Clock nets:
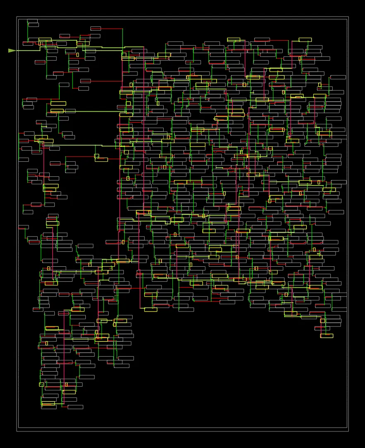
Zoomed window:
Bar = 20 microns. Window x 96 to 146, y 186 to 236 microns. Cells in grey, sequential cells in the stronger grey; small squares are vias.
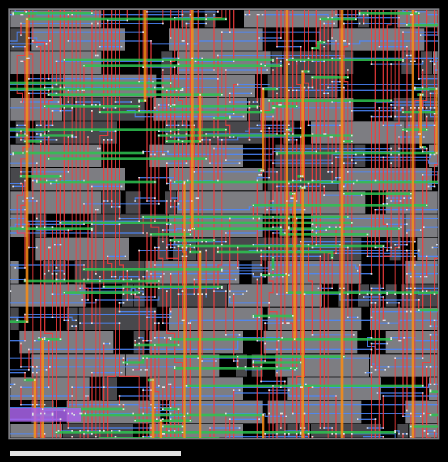
Met1 routing:
Bar = 50 microns.
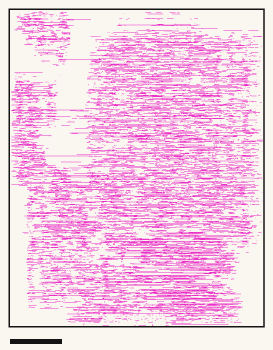
Pin map:
Bar = 50 microns. Pins as bars across the die edge, other pins in grey.
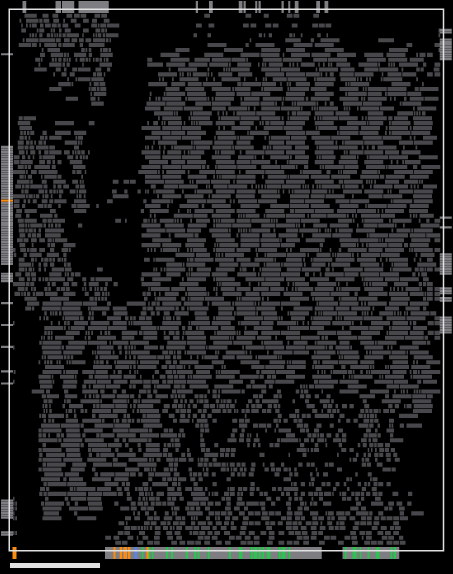
===== src/rtl/branch_pred_unit.sv =====
// Branch prediction unit: direct-mapped BTB with 2-bit saturating counters,
// combinational fetch lookup, EX-stage resolution/mispredict detection and
// performance counters.
module branch_pred_unit #(
    parameter int PC_W    = 9,
    parameter int ENTRIES = 16
) (
    input  logic            clk,
    input  logic            reset,
    input  logic [PC_W-1:0] if_pc,
    output logic            pred_taken,
    output logic [31:0]     pred_target,
    input  logic            ex_valid,
    input  logic            ex_branch,
    input  logic            ex_jump,
    input  logic            ex_jalr,
    input  logic [PC_W-1:0] ex_pc,
    input  logic [31:0]     ex_imm,
    input  logic [31:0]     ex_alu_result,
    input  logic            ex_pred_taken,
    input  logic [31:0]     ex_pred_target,
    output logic [31:0]     pc_imm,
    output logic [31:0]     pc_four,
    output logic [31:0]     br_pc,
    output logic            pc_sel,
    output logic            mispredict,
    output logic [31:0]     br_count,
    output logic [31:0]     miss_count
);

    localparam int IDX_W = $clog2(ENTRIES);
    localparam int TAG_W = PC_W - IDX_W - 2;

    logic             valid_q  [ENTRIES];
    logic [TAG_W-1:0] tag_q    [ENTRIES];
    logic [31:0]      target_q [ENTRIES];
    logic [1:0]       ctr_q    [ENTRIES];

    logic [IDX_W-1:0] if_idx;
    logic [TAG_W-1:0] if_tag;
    logic [IDX_W-1:0] ex_idx;
    logic [TAG_W-1:0] ex_tag;
    logic             if_hit;
    logic             ex_hit;
    logic [31:0]      pc_full;
    logic             resolve;
    logic             actual_taken;
    logic [31:0]      actual_target;

    // Word-aligned PC bits [1:0] never select an entry.
    logic unused_pc_bits;
    assign unused_pc_bits = ^{if_pc[1:0], ex_pc[1:0]};

    assign if_idx = if_pc[IDX_W+1:2];
    assign if_tag = if_pc[PC_W-1:IDX_W+2];
    assign ex_idx = ex_pc[IDX_W+1:2];
    assign ex_tag = ex_pc[PC_W-1:IDX_W+2];

    // Fetch-side lookup: reads pre-edge table contents, no update bypass.
    always_comb begin
        if_hit      = valid_q[if_idx] && (tag_q[if_idx] == if_tag);
        pred_taken  = if_hit && ctr_q[if_idx][1];
        pred_target = if_hit ? target_q[if_idx] : '0;
    end

    // EX-side resolution: actual outcome, redirect target and mispredict.
    always_comb begin
        pc_full       = 32'(ex_pc);
        pc_imm        = pc_full + ex_imm;
        pc_four       = pc_full + 32'd4;
        resolve       = ex_valid && (ex_branch || ex_jump);
        actual_taken  = ex_jump || (ex_branch && ex_alu_result[0]);
        actual_target = ex_jalr ? {ex_alu_result[31:1], 1'b0} : pc_imm;
        ex_hit        = valid_q[ex_idx] && (tag_q[ex_idx] == ex_tag);
        mispredict    = resolve &&
                        ((actual_taken != ex_pred_taken) ||
                         (actual_taken && (ex_pred_target != actual_target)));
        pc_sel        = mispredict;
        br_pc         = actual_taken ? actual_target : pc_four;
    end

    // Table training/allocation and performance counters; reset wins.
    always_ff @(posedge clk) begin
        if (reset) begin
            for (int unsigned i = 0; i < ENTRIES; i++) begin
                valid_q[IDX_W'(i)]  <= 1'b0;
                tag_q[IDX_W'(i)]    <= '0;
                target_q[IDX_W'(i)] <= '0;
                ctr_q[IDX_W'(i)]    <= 2'b01;
            end
            br_count   <= '0;
            miss_count <= '0;
        end else if (resolve) begin
            br_count <= br_count + 32'd1;
            if (mispredict) begin
                miss_count <= miss_count + 32'd1;
            end
            if (ex_hit) begin
                if (actual_taken) begin
                    if (ctr_q[ex_idx] != 2'b11) begin
                        ctr_q[ex_idx] <= ctr_q[ex_idx] + 2'd1;
                    end
                    target_q[ex_idx] <= actual_target;
                end else if (ctr_q[ex_idx] != 2'b00) begin
                    ctr_q[ex_idx] <= ctr_q[ex_idx] - 2'd1;
                end
            end else if (actual_taken) begin
                valid_q[ex_idx]  <= 1'b1;
                tag_q[ex_idx]    <= ex_tag;
                target_q[ex_idx] <= actual_target;
                ctr_q[ex_idx]    <= 2'b10;
            end
        end
    end

endmodule


===== config.mk =====
export PLATFORM = sky130hd
export DESIGN_NAME = branch_pred_unit
export DESIGN_NICKNAME = d
export VERILOG_FILES = /design/src/rtl/branch_pred_unit.sv
export SDC_FILE = /design/constraint.sdc
export NUM_CORES = 1
export LEC_CHECK = 0
export CAP_MARGIN = 0
export CELL_PAD_IN_SITES_DETAIL_PLACEMENT = 0
export CELL_PAD_IN_SITES_GLOBAL_PLACEMENT = 1
export CORE_ASPECT_RATIO = 1.25
export CORE_UTILIZATION = 47
export CTS_BUF_LIST = sky130_fd_sc_hd__clkbuf_16
export CTS_CLUSTER_DIAMETER = 150
export DETAILED_ROUTE_END_ITERATION = 6
export HOLD_SLACK_MARGIN = 0.08
export PLACE_DENSITY = 0.87
export SLEW_MARGIN = 20
export SYNTH_ARGS = -nofsm -noshare
export SYNTH_HDL_FRONTEND = slang
export SYNTH_SLANG_ARGS = --single-unit

===== constraint.sdc =====
create_clock -name clk -period 5.7 [get_ports clk]
set_input_delay 1.14 -clock clk [delete_from_list [all_inputs] [get_ports clk]]
set_output_delay 1.14 -clock clk [all_outputs]
set_load 0.005 [all_outputs]

==> run summary <==
The implementation run finished. Flip-flop and latch count landed at 672. Final design instance area without fill landed at 41300 sq um. Maximum buffer depth of the clock tree landed at 3. The timing report gives the biggest stage delay along the critical path as 520 ps. Number of flops mapped to enable cells by yosys landed at 592.

Number of non-clock inverters landed at 21. Initial antenna violation count landed at 2. The largest total area in the synthesized netlist belongs to sky130_fd_sc_hd__edfxtp_1. Area added between synthesis and finish landed at 22.9%. Synthesized area divided by synthesized cell count landed at 12.6 sq um. After the flow finishes, the layout carries non-filler instances totaling between 4000 and 5000.

The portion of synthesized area spent on multiplexers is between 15 and 20%. Sequential power landed at between 5000 and 6000 uW. Per the post-route antenna check, the number of violating nets is 0. Synthesized-area fraction occupied by and/or/nand/nor cells landed at between 10 and 15%. target_q holds more flip-flops than any other register. During synthesis, Yosys emitted a total of 0 warnings.

The run finished with clean final reports. Worst setup timing slack at the placement stage landed at -472 ps. Synthesis produced 2661 cells.
About 'clock nets':
clk ins delay skew pair: 620 ps
tally of clock buffers in the finished layout: 71

About 'zoomed window':
[blue] M1
[orange] M4
[green] M3
[red] M2
[purple] M5
netlist names of flops here include: target_q (48)
sequential cells in the window: 48
most frequent: nor2_1 (48), edfxtp_1 (48), mux4_2 (11)
cells with their middle in the window: 115

About 'met1 routing':
share of all routed wire: 35%
wire length on this layer: 38.0 mm
DRT Wirelength: 108000 microns
via count: 24600
grt met1 use: 36.3%

About 'pin map':
[orange] if_pc | pins: 9 | direction: input | edge: 8 south, 1 west
[green] ex_imm | pins: 32 | direction: input | edge: south
[blue] ex_pred_taken | pins: 1 | direction: input | edge: south
all pins by edge: 167 south, 69 west, 46 north, 34 east
count of buffers from port buffering: 291
horizontal die dimension: 241 microns
height of the die: 301 microns

==> cell usage in the layout (no fill, tap or decap), drive strengths merged, types with 19 or more instances in the layout <==
master | netlist | layout
a21o | 24 | 24
a21oi | 64 | 64
and2 | 56 | 56
buf | 88 | 240
clkbuf | 159 | 71
clkdlybuf4s50 | 0 | 278
clkinv | 0 | 29
conb | 1 | 22
dfxtp | 80 | 80
edfxtp | 592 | 592
inv | 21 | 38
mux2i | 26 | 26
mux4 | 215 | 215
nand2 | 115 | 115
nand3 | 53 | 53
nand4 | 28 | 28
nor2 | 643 | 643
nor2b | 44 | 44
nor3 | 43 | 43
o21ai | 65 | 65
o31ai | 25 | 25
or3 | 19 | 19
or4 | 22 | 22
xnor2 | 57 | 57
xor2 | 50 | 50
Power is estimated from default activity; no workload was simulated.
